==> config.mk <==
export PLATFORM = sky130hd
export DESIGN_NAME = userio_pattern_seq
export DESIGN_NICKNAME = d
export VERILOG_FILES = /design/src/rtl/userio_pattern_seq.sv
export SDC_FILE = /design/constraint.sdc
export NUM_CORES = 1
export LEC_CHECK = 0
export CAP_MARGIN = 5
export CORE_ASPECT_RATIO = 0.5
export CORE_UTILIZATION = 61
export CTS_CLUSTER_SIZE = 16
export DETAILED_ROUTE_END_ITERATION = 12
export PLACE_DENSITY = 0.8
export SYNTH_ARGS = -nofsm -noshare
export SYNTH_HDL_FRONTEND = slang
export SYNTH_SLANG_ARGS = --single-unit
export TNS_END_PERCENT = 20
==> constraint.sdc <==
create_clock -name usb_clk -period 5.15 [get_ports usb_clk]
set_input_delay 1.03 -clock usb_clk [delete_from_list [all_inputs] [get_ports usb_clk]]
set_output_delay 1.03 -clock usb_clk [all_outputs]
set_load 0.05 [all_outputs]
==> src/rtl/userio_pattern_seq.sv <==
// Programmable pattern sequencer for the USERIO pad stage: plays back up to pDEPTH
// {data, oe, duration} steps, optionally looping, and drives idle values otherwise.
module userio_pattern_seq #(
    parameter int pWIDTH     = 8,
    parameter int pDEPTH     = 16,
    parameter int pDUR_WIDTH = 16,
    localparam int AW = $clog2(pDEPTH),
    localparam int NW = AW + 1
) (
    input  logic                  usb_clk,
    input  logic                  reset_n,
    input  logic                  I_wr_en,
    input  logic [AW-1:0]         I_wr_addr,
    input  logic [pWIDTH-1:0]     I_wr_data,
    input  logic [pWIDTH-1:0]     I_wr_oe,
    input  logic [pDUR_WIDTH-1:0] I_wr_dur,
    input  logic [NW-1:0]         I_num_steps,
    input  logic                  I_loop,
    input  logic                  I_start,
    input  logic                  I_stop,
    input  logic [pWIDTH-1:0]     I_idle_data,
    input  logic [pWIDTH-1:0]     I_idle_oe,
    output logic [pWIDTH-1:0]     O_userio_drive_data,
    output logic [pWIDTH-1:0]     O_userio_pwdriven,
    output logic                  O_busy,
    output logic [AW-1:0]         O_step,
    output logic                  O_done
);

    localparam logic [0:0] ST_IDLE = 1'b0;
    localparam logic [0:0] ST_RUN  = 1'b1;

    logic [pWIDTH-1:0]     mem_data [pDEPTH];
    logic [pWIDTH-1:0]     mem_oe   [pDEPTH];
    logic [pDUR_WIDTH-1:0] mem_dur  [pDEPTH];

    logic [0:0]            state;
    logic [NW-1:0]         num_q;
    logic                  loop_q;
    logic [pDUR_WIDTH-1:0] dur_cnt;
    logic [NW-1:0]         start_num;
    logic                  at_last;
    logic [AW-1:0]         load_idx;

    function automatic logic [NW-1:0] clamp_steps(input logic [NW-1:0] n);
        clamp_steps = (n > NW'(pDEPTH)) ? NW'(pDEPTH) : n;
    endfunction

    // Counter start value: a zero duration still holds the step for one cycle.
    function automatic logic [pDUR_WIDTH-1:0] hold_init(input logic [pDUR_WIDTH-1:0] d);
        hold_init = (d == '0) ? '0 : d - pDUR_WIDTH'(1);
    endfunction

    always_ff @(posedge usb_clk) begin
        if (I_wr_en) begin
            mem_data[I_wr_addr] <= I_wr_data;
            mem_oe[I_wr_addr]   <= I_wr_oe;
            mem_dur[I_wr_addr]  <= I_wr_dur;
        end
    end

    always_comb begin
        start_num = clamp_steps(I_num_steps);
        at_last   = ({1'b0, O_step} == (num_q - NW'(1)));
        load_idx  = '0;
        if (state == ST_RUN && !at_last) begin
            load_idx = O_step + AW'(1);
        end
    end

    always_ff @(posedge usb_clk) begin
        if (!reset_n) begin
            state               <= ST_IDLE;
            O_userio_drive_data <= '0;
            O_userio_pwdriven   <= '0;
            O_busy              <= 1'b0;
            O_step              <= '0;
            O_done              <= 1'b0;
            dur_cnt             <= '0;
            num_q               <= '0;
            loop_q              <= 1'b0;
        end else begin
            O_done <= 1'b0;
            case (state)
                ST_IDLE: begin
                    if (I_start && !I_stop && start_num != '0) begin
                        state               <= ST_RUN;
                        O_busy              <= 1'b1;
                        num_q               <= start_num;
                        loop_q              <= I_loop;
                        O_userio_drive_data <= mem_data[load_idx];
                        O_userio_pwdriven   <= mem_oe[load_idx];
                        dur_cnt             <= hold_init(mem_dur[load_idx]);
                        O_step              <= load_idx;
                    end else begin
                        O_userio_drive_data <= I_idle_data;
                        O_userio_pwdriven   <= I_idle_oe;
                    end
                end
                default: begin
                    if (I_stop || (dur_cnt == '0 && at_last && !loop_q)) begin
                        // Abort and normal completion share the exit path; only completion pulses done.
                        state               <= ST_IDLE;
                        O_busy              <= 1'b0;
                        O_step              <= '0;
                        dur_cnt             <= '0;
                        O_done              <= !I_stop;
                        O_userio_drive_data <= I_idle_data;
                        O_userio_pwdriven   <= I_idle_oe;
                    end else if (dur_cnt != '0) begin
                        dur_cnt <= dur_cnt - pDUR_WIDTH'(1);
                    end else begin
                        O_userio_drive_data <= mem_data[load_idx];
                        O_userio_pwdriven   <= mem_oe[load_idx];
                        dur_cnt             <= hold_init(mem_dur[load_idx]);
                        O_step              <= load_idx;
                    end
                end
            endcase
        end
    end

endmodule

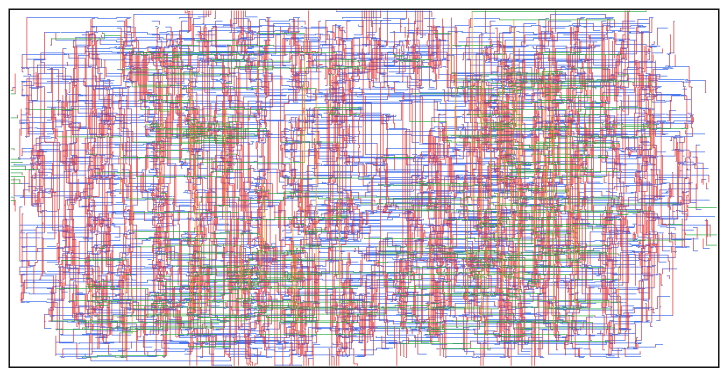
Figure 1: run 1, metal layers overlaid.
red -> metal 2  # wire length 29.5 mm
orange -> metal 4  # wire length 2010 um
green -> metal 3  # wire length 7390 um
blue -> metal 1  # wire length 25.4 mm
GRT Util Overall: 0.328
final WL: 64300 um
via count: 15652
Avg WL per Cell: 28.3 um

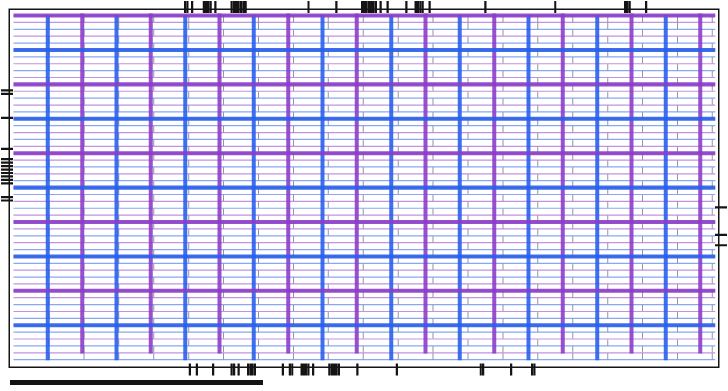
Figure 2: run 1, supply network.
The bar under the picture is 100 um long. Pins as bars on the die edge. Tap cells in grey.
blue -> VSS
purple -> VDD
rows = 50
met5 straps = 10
Die W: 280 um
die span in y: 141 um

==> impl_metrics.tcl, run 1 <==
# yosys + openroad results
set metrics [dict create \
    setup-violations-final 0 \
    cp-end-kind "flop" \
    drive_above_1_share 0.127 \
    rsz0062_at_grt "false" \
    place_ws_ns 0.674 \
    cts_setup_buffers 0 \
    grt_pass1_vias 15108 \
    ctsHoldBuffers 0 \
    timing.rr.start "num_q[0]" \
    post-place-cells 2190 \
    switchingPower_mw 2.08 \
    tool_warnings 26 \
    power_leader "sequential cells" \
    p_seq_frac 0.538 \
    synth.avg_cell_area_sq_um 14.3 \
    area_growth_pct 13.4 \
    yosysTopAreaCell "edfxtp_1" \
    top_area_frac 0.653 \
    finalWeightedCongestion 0.972 \
    insertion_delay_ns 0.57 \
    adder_share 0.00213 \
    portBuffers 84 \
    mux_share 0.0567 \
    crit_path_end "dur_cnt[5]" \
    worst_pin_slew_ns 1.19 \
    rows 50 \
    clock_skew_ns 0.0279 \
    top_logic_kind "AND-OR/OR-AND gates" \
    p_leak_nw 8.47 \
    finalClockPeriodUsage 0.876 \
    ys_sh_simple 0.0836 \
    synth_seq_share 0.691 \
    status "completed" \
    drv_slew 0 \
    hp-class "reg2reg" \
    cts_resized 0 \
    clk-power_mw 3.74 \
    drtPass1Iterations 6 \
    finalHoldViolCount 0 \
    grt_max_degree 58 \
    final_cell_count_no_fill 2273 \
    drc 0 \
    min-delay-start "O_userio_pwdriven[5]" \
    synthTopCellsByCount "edfxtp_1, nand2_1, a21oi_1" \
    fp_nets 1710 \
    clockPowerShare 0.395 \
    maxCapViolCount 0 \
    detail_route.vias_per_cell 6.89 \
    antenna_found_initial 0 \
    fillers 2451 \
    cts_tree "done" \
    coreArea_sq_um 37700 \
    grt_pass1_wl_um 95400 \
    hold_end "O_userio_pwdriven[5]" \
    pwr.group.combinational_mw 0.634 \
    htreeDepth 2 \
    synth_chip_area_sq_um 23500 \
    finalCriticalPeriod_ns 4.51 \
    ys.flop_type "edfxtp_1" \
    hpwl_um 38800 \
    start_kind "flop" \
    peakVddDrop_v 0.000235 \
    diodes 0 \
    setup_tns_ns 0 \
    cts.path.max_buffers 3 \
    cp_max_fo 34 \
    cts_buffers 47 \
    ys_warn_count 0 \
    grt_overflow 0 \
    power.total_mw 9.46 \
]
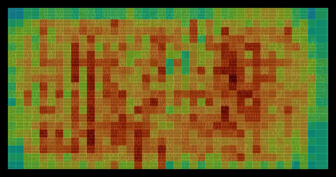
Figure 3: run 1, routing congestion.
grt peak-use layer: met2
Final Util: 0.708
met1 Use GR: 0.473

-- run 1: sequential cells by signal, summed over array words and instances, names as in the netlist --
| register | count |
|---|---|
| mem_data | 128 |
| O_userio_drive_data | 8 |
| dur_cnt | 16 |
| O_done | 1 |
| mem_dur | 256 |
| mem_oe | 128 |
| num_q | 5 |
| O_userio_pwdriven | 8 |
| O_step | 4 |
| O_busy | 1 |
| state | 1 |
| loop_q | 1 |
-- run 1: routing by layer --
metal  GRT usage  routed length, um
met5           0                  0
met4       0.104               2010
met3      0.0593               7390
met2       0.515              29500
met1       0.473              25400
-- run 1: area by class of cell --
cell class / count / area [sq um] / share of cell area
Clock inverter: 25 / 339 / 0.0127
Inverter: 8 / 30.0 / 0.00112
Sequential cell: 557 / 16300 / 0.610
Clock buffer: 58 / 1240 / 0.0463
Timing Repair Buffer: 140 / 1290 / 0.0482
Tap cell: 520 / 651 / 0.0244
Multi-Input combinational cell: 965 / 6880 / 0.258
-- run 1: metrics by stage --
step	hold slack, ns	instance area (sq um)
5_1_grt	0.477	26700
6_report	0.457	26700
2_1_floorplan	0.445	23500
3_3_place_gp	0.437	25100
3_5_place_dp	0.445	25100
4_1_cts	0.455	26700
-- run 1: cell families after synthesis --
logic type	after synthesis
flip-flops	557
AND-OR/OR-AND	446
AND/OR/NAND/NOR	380
buffers and inverters	121
multiplexers	113
XOR/XNOR	22
adder cells (fa/ha/maj)	4
-- run 1: critical path: stages, from the launching register on --
cell      delay [ns]
dfxtp_1         0.39
inv_1           0.07
ha_1            0.25
o21ba_1         0.22
a221oi_4        0.58
o211a_4         0.53
nor3_1          0.12
buf_4           0.19
a221o_1         0.37
a22oi_2         0.26
ha_1            0.26
and2_1          0.23
o21ai_2         0.14
nor4_4          0.38
nor3_1          0.12
o31a_1          0.31
==> run 2: changes to the inputs <==
Settings changed: CAP_MARGIN 5 to 20, CORE_ASPECT_RATIO 0.5 to not set.
==> impl_metrics.tcl, run 2 <==
# yosys + openroad results
set metrics [dict create \
    initial_core_util 0.622 \
    finalWeightedCongestion 0.995 \
    coreArea_sq_um 37800 \
    setup_tns_ns 0 \
    cts.path.max_buffers 3 \
    crit_required_ns 5.61 \
    clock_skew_ns 0.0259 \
    crit_path_end "dur_cnt[0]" \
    detail_route.vias_per_cell 6.94 \
    start_kind "flop" \
    ys_sh_simple 0.0836 \
    final_cell_count_no_fill 2284 \
    finalClockPeriodUsage 0.862 \
    maxCapViolCount 0 \
    ctsHoldBuffers 0 \
    cp_common_cell "ha_1" \
    xor_share 0.00850 \
    cts_resized 0 \
    final_nets 1796 \
    rows 71 \
    rsz0062_at_grt "false" \
    cts_tree "done" \
    path_cells "inv_1 > ha_1 > o21ba_1 > a221oi_4 > o211a_4 > nor3_1 > a221o_1 > a22oi_2 > ha_1 > and2_1 > o21ai_2 > or4_4 > a31oi_1 > a211oi_1" \
    synth_flops 557 \
    status "completed" \
    hp-class "reg2reg" \
    top_regs "mem_dur x256, mem_data x128, mem_oe x128" \
    portBuffers 84 \
    top_logic_kind "AND-OR/OR-AND gates" \
    ys_warn_count 0 \
    finalCriticalPeriod_ns 4.44 \
    layout_top_cells "edfxtp_1, nand2_1, a21oi_1, clkdlybuf4s50_1, mux2i_1" \
    lay_top_count "edfxtp_1" \
    cp-end-kind "flop" \
    post-place-cells 2184 \
    worst_pin_slew_ns 0.968 \
    cp.arrival_ns 4.90 \
    clock_sinks 557 \
    synth.avg_cell_area_sq_um 14.3 \
    timing.rr.start "num_q[0]" \
    grt_overflow 0 \
    area_growth_pct 14.2 \
    max_stage_delay_ns 0.56 \
    insertion_delay_ns 0.61 \
    mux_share 0.0567 \
    io_pins 85 \
    antenna_found_initial 2 \
    chipArea_sq_um 39400 \
    grt_util_all_layers 0.326 \
    drc 0 \
    largest-register "mem_dur" \
    wl_per_cell_um 27.7 \
    yosysTopAreaCell "edfxtp_1" \
    routed_wl_um 63300 \
    slowest_stage "a221oi_4" \
    min-delay-start "O_userio_pwdriven[3]" \
    synthTopCellsByCount "edfxtp_1, nand2_1, a21oi_1" \
    vias 15860 \
    power.total_mw 9.60 \
    p_leak_nw 8.57 \
    ys.flop_type "edfxtp_1" \
    synth_seq_share 0.691 \
    drtPass1Iterations 6 \
    grt_pass1_wl_um 93600 \
    drive_above_1_share 0.132 \
    cts_buffers 52 \
    p_per_area_nw_per_um2 357 \
    slew_headroom 0.350 \
    grt_pass1_vias 15446 \
    synth_area_sq_um 23500 \
    largest_reg_flops 256 \
    regArea_sq_um 16300 \
    fp_nets 1710 \
    adder_share 0.00213 \
    reg2reg_slack_ns 0.71 \
    finalHoldViolCount 0 \
    clk_pin_slew_ns 0.06 \
    critPathLaunch "num_q[0]" \
    syn_inst 1643 \
    cp_max_fo 34 \
    synthArstFlopShare 0 \
    synth.most_common_cell "edfxtp_1" \
    htreeDepth 2 \
    hpwl_um 38600 \
    comb_area_sq_um 6880 \
    path_class "reg2reg" \
    cp.depth 14 \
    top_area_frac 0.653 \
    path_delay_family "AND-OR/OR-AND gates" \
    ys_sh_aoi 0.135 \
    ant_nets 0 \
    drtIter0Drc 2207 \
    edf_count 512 \
    grt_max_degree 98 \
    setup-violations-final 0 \
    crit_buf_inv 1 \
    hold_end "O_userio_pwdriven[3]" \
    whs_path_depth 2 \
    cts-root-buf "clkbuf_16" \
    worst_r2r_path_depth 14 \
    timing.rr.end "dur_cnt[0]" \
    area_leaders "edfxtp_1, dfxtp_1, mux2i_1" \
    fillers 2471 \
    fmax_ghz 0.225 \
    synth_chip_area_sq_um 23500 \
    drv_slew 0 \
    cts_setup_buffers 0 \
    synth-cells-yosys 1643 \
    tool_warnings 26 \
    synth_cell_types 95 \
]
==> run 2: cell type report <==
| type | instances | area share |
|---|---|---|
| tap | 511 | 0.0238 |
| multi-input combinational | 965 | 0.256 |
| sequential | 557 | 0.605 |
| clock inverter | 32 | 0.0115 |
| antenna | 1 | 0.0000930 |
| clock buffer | 65 | 0.0521 |
| timing repair buffer | 145 | 0.0501 |
| inverter | 8 | 0.00112 |
==> run 2: stage by stage <==
step	cell area [sq um]	utilization	hold WS (ns)	setup slack, ns
2_1_floorplan	23500	-	0.445	0.940
3_3_place_gp	25100	0.664	0.440	0.741
3_5_place_dp	25100	0.664	0.447	0.734
4_1_cts	26900	0.710	0.455	0.644
5_1_grt	26900	0.711	0.477	0.422
6_report	26900	0.711	0.454	0.709
==> run 2: cell families after synthesis <==
| kind of cell | Yosys count |
|---|---|
| multiplexers | 113 |
| adder cells (fa/ha/maj) | 4 |
| flip-flops | 557 |
| buffers and inverters | 121 |
| AND-OR/OR-AND | 446 |
| XOR/XNOR | 22 |
| AND/OR/NAND/NOR | 380 |
==> run 2: power by group <==
group | internal, mW | leakage, nW | total (mW) | switching, mW
clock | 2.23 | 0.834 | 3.86 | 1.63
combinational | 0.223 | 2.74 | 0.643 | 0.420
sequential | 5.05 | 5.00 | 5.09 | 0.0470
total | 7.50 | 8.57 | 9.60 | 2.10
==> run 2: routing by layer <==
metal	routed length, um	part of all wire	up-vias	track usage
met5	0	0	-	0
li1	-	-	6741	-
met3	7880	0.12	178	0.0805
met1	24000	0.38	7811	0.453
met4	2040	0.032	0	0.120
met2	29400	0.46	1130	0.502
==> run 2: worst min-delay path, delay by kind of cell, from the launching register on <==
family,cells,cell delay (ns)
compound gates,1,0.05
flops,1,0.31
simple gates,1,0.05
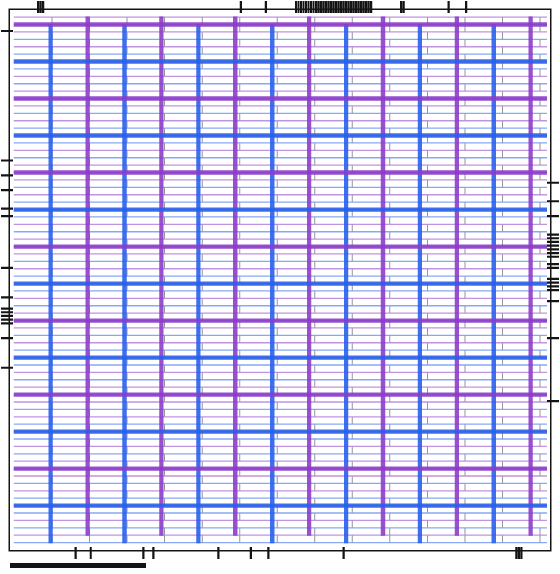
Figure 4: run 2, supply network.
The bar under the picture is 50 um long. Pins as bars on the die edge. Tap cells in grey.
blue -> VSS
purple -> VDD
met5 straps = 14
rows = 71
maximum vdd drop: 0.000278 V
die span in y: 198 um
Die W: 198 um

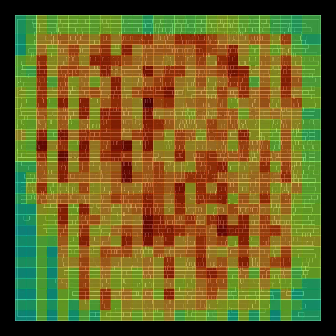
Figure 5: run 2, routing congestion.
Global Route met3 Usage: 0.0805
Final Util: 0.711

Power is estimated from default activity; no workload was simulated.
